### Zoomed window

Scale bar: 10 um. Window x 32 to 72, y 11 to 51 um. Cells in grey, sequential cells in the stronger grey; small squares are vias.
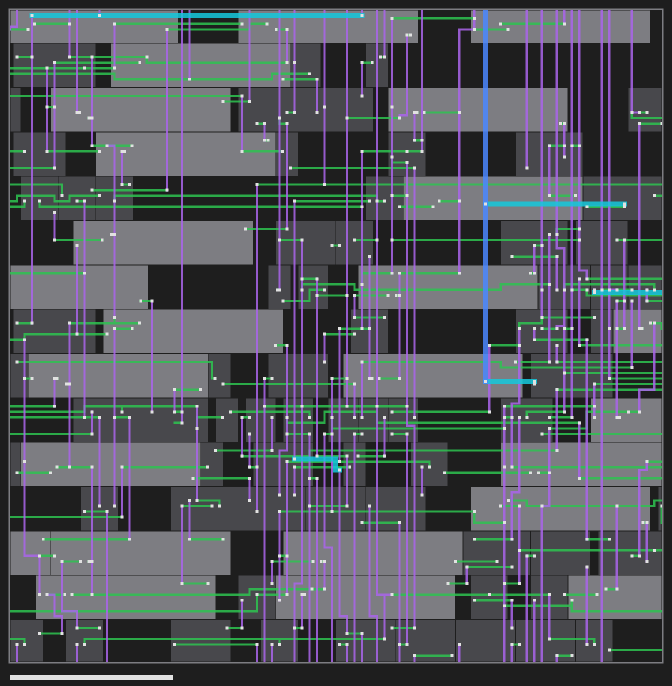
### The metal 1 layer

Scale bar: 20 um. Supply wires on this layer in grey. Cells faint in the background.
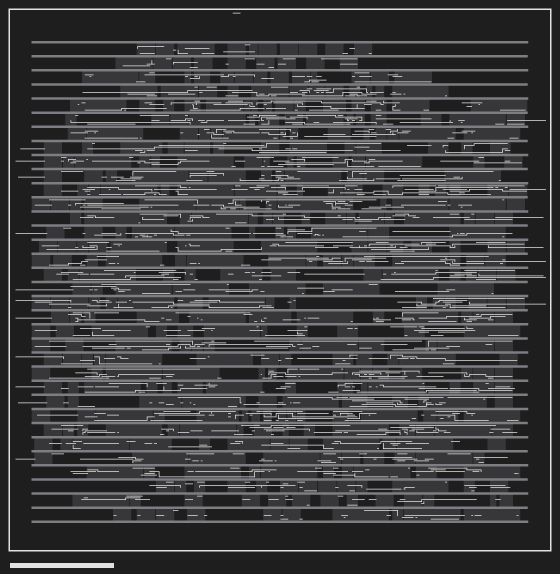
==> config.mk <==
export PLATFORM = sky130hd
export DESIGN_NAME = mda_stream_reader_flat
export DESIGN_NICKNAME = d
export VERILOG_FILES = /design/src/rtl/mda_stream_reader_if.sv /design/src/rtl/mda_stream_reader.sv /design/src/flat_wrapper.sv
export SDC_FILE = /design/constraint.sdc
export NUM_CORES = 1
export LEC_CHECK = 0
export CORE_MARGIN = 4
export CORE_UTILIZATION = 48
export DETAILED_ROUTE_END_ITERATION = 10
export GPL_TIMING_DRIVEN = 0
export PLACE_DENSITY = 0.75
export SLEW_MARGIN = 20
export SYNTH_ARGS = -nofsm -noshare
export SYNTH_HDL_FRONTEND = slang
export SYNTH_SLANG_ARGS = --single-unit
==> constraint.sdc <==
create_clock -name clk -period 4.96 [get_ports clk]
set_clock_uncertainty 0.2 [all_clocks]
set_input_delay 1.24 -clock clk [delete_from_list [all_inputs] [get_ports clk]]
set_output_delay 1.24 -clock clk [all_outputs]
set_load 0.01 [all_outputs]
==> reports/metrics.csv <==
stage,metric,value,unit
route,viasPerCell,5.21,
route,ant_nets,0,
timing,setup_slack,1.07,ns
timing,finalHoldViolations,0,
pwr,power.density,284,nW/um2
route,drt_iter0_drc,104,
clock_tree,cts_hold_buffers,0,
grt,grt_max_degree,47,
grt,grt_usage,0.191,
synth,avgSynthCellArea,14.5,um2
synth,synthArstFlopShare,0,
clock_tree,cts_setup_buffers,0,
timing,fmax,257,MHz
timing,rsz0062_at_grt,no,
final_layout,finalInstanceArea,5940,um2
route,wl_per_cell,18.2,um
pwr,p_leak,2.25,nW
critical_path,critPathArrivalTime,2.45,ns
clock_tree,clock-root-buffer,clkbuf_8,
critical_path,regToRegSetupSlack,2.91,ns
final_layout,layout_top_cells,"clkdlybuf4s50_1, and2_1, edfxtp_1",
final_layout,fin_nets,533,
hold_path,hp-class,reg2reg,
timing,worst_hold_slack,0.289,ns
synth,yosysUniqueCellTypes,31,
placed_design,gp_congestion,0.794,
placed_design,placement.io_buffers,117,
timing,worst_pin_slew,0.532,ns
final_layout,synthToLayoutAreaGrowth,34.0,%
placed_design,hpwl,7.41,mm
die,row_count,34,
timing,setup_viol,0,
critical_path,end_kind,output pin,
synth,ys_cells,306,
placed_design,place_inst,532,
final_layout,final_core_util,0.671,
route,drc,0,
synth,ys_ff,98,
die,core,8850,um2
die,boundaryPins,119,
final_layout,drive_gt1_frac,0.157,
synth,enable_flop_cells,88,
grt,grt_pass1_vias,3023,
synth,yosysSeqAreaShare,0.641,
synth,yosysWarnings,0,
synth,syn_inst,306,
die,dieArea,10800,um2
timing,finalSetupTns,0,ns
placed_design,placed_area,5760,um2
clock_tree,cts_tree,built,
synth,yosys_area,4430,um2
clock_tree,clock_sinks,98,
die,die_width,104,um
final_layout,layoutNonFillerInstCount,548,
die,die_y,104,um
clock_tree,htree_levels,3,
placed_design,place_ws,1.48,ns
job,max_cap_viol_count,0,
job,warnings,27,
final_layout,antenna_cells,0,
run_status,outcome,"finished, final reports clean",
pwr,p_total,1.69,mW
critical_path,worstSetupPathType,reg2out,
final_layout,layout_top_cell,clkdlybuf4s50_1,
final_layout,largest_reg_flops,88,
critical_path,startpoint_type,flip-flop,
About 'Zoomed window':
colour	layer
purple	metal 2
green	metal 1
cyan	metal 3
blue	metal 4
most frequent	edfxtp_1 (22), and2_1 (18), clkdlybuf4s50_1 (11)
sequential cells in the window	22
cells with their middle in the window	83

About 'The metal 1 layer':
wire length on this layer	4240 um
main direction	horizontal
longest straight run	32.2 um
share of all routed wire	43%
vias: 2857
DRT Wirelength: 9.97 mm
GR Util met1: 0.251

-- per-layer routing --
layer | part of all wire | vias up | GRT usage
li1 | - | 1368 | -
met1 | 0.43 | 1378 | 0.251
met2 | 0.51 | 104 | 0.322
met3 | 0.060 | 7 | 0.0397
met4 | 0.0084 | 0 | 0.0570
met5 | 0 | - | 0
-- report_power, final --
part	total (mW)	switching, mW	internal (mW)
registers	0.978	0.0160	0.962
logic	0.243	0.0976	0.145
clock network	0.466	0.279	0.187
total	1.69	0.393	1.29
-- layout make-up --
cell class	instances	area, um2
buffer	22	136
clock buffer	9	124
clock inverter	7	53.8
fill	673	2910
inverter	14	55.1
multi-input combinational	172	1400
sequential	98	2840
tap	108	135
timing repair buffer	118	1190
-- synthesized netlist by cell type, types with 2 or more instances --
cell type / count / area, um2
a21oi_1: 13 / 65.1
a22o_1: 4 / 35.0
a311oi_1: 2 / 17.5
and2_1: 89 / 557
buf_2: 2 / 10.0
buf_4: 5 / 37.5
clkbuf_1: 6 / 22.5
clkbuf_2: 7 / 35.0
dfxtp_1: 10 / 200
edfxtp_1: 88 / 2640
ha_1: 2 / 25.0
inv_1: 14 / 52.6
mux2_2: 22 / 248
mux4_2: 11 / 248
nand2_1: 3 / 11.3
nand2b_1: 2 / 12.5
nor2_1: 2 / 7.51
o221ai_1: 11 / 96.3
-- cells by family after synthesis --
kind of cell	synth area share
other cells	0.000846
compound gates	0.0539
buf+inv	0.0426
simple gates	0.142
flops	0.641
fa+ha+maj	0.00564
mux	0.114
-- worst max-delay path, stage by stage (launching register included) --
cell	delay, ns
dfxtp_1	0.54
or2_2	0.19
clkbuf_1	0.37
o221ai_1	0.21
a21oi_1	0.19
clkdlybuf4s50_1	0.60
No activity file was given, so power comes from the tool's default toggle rates.
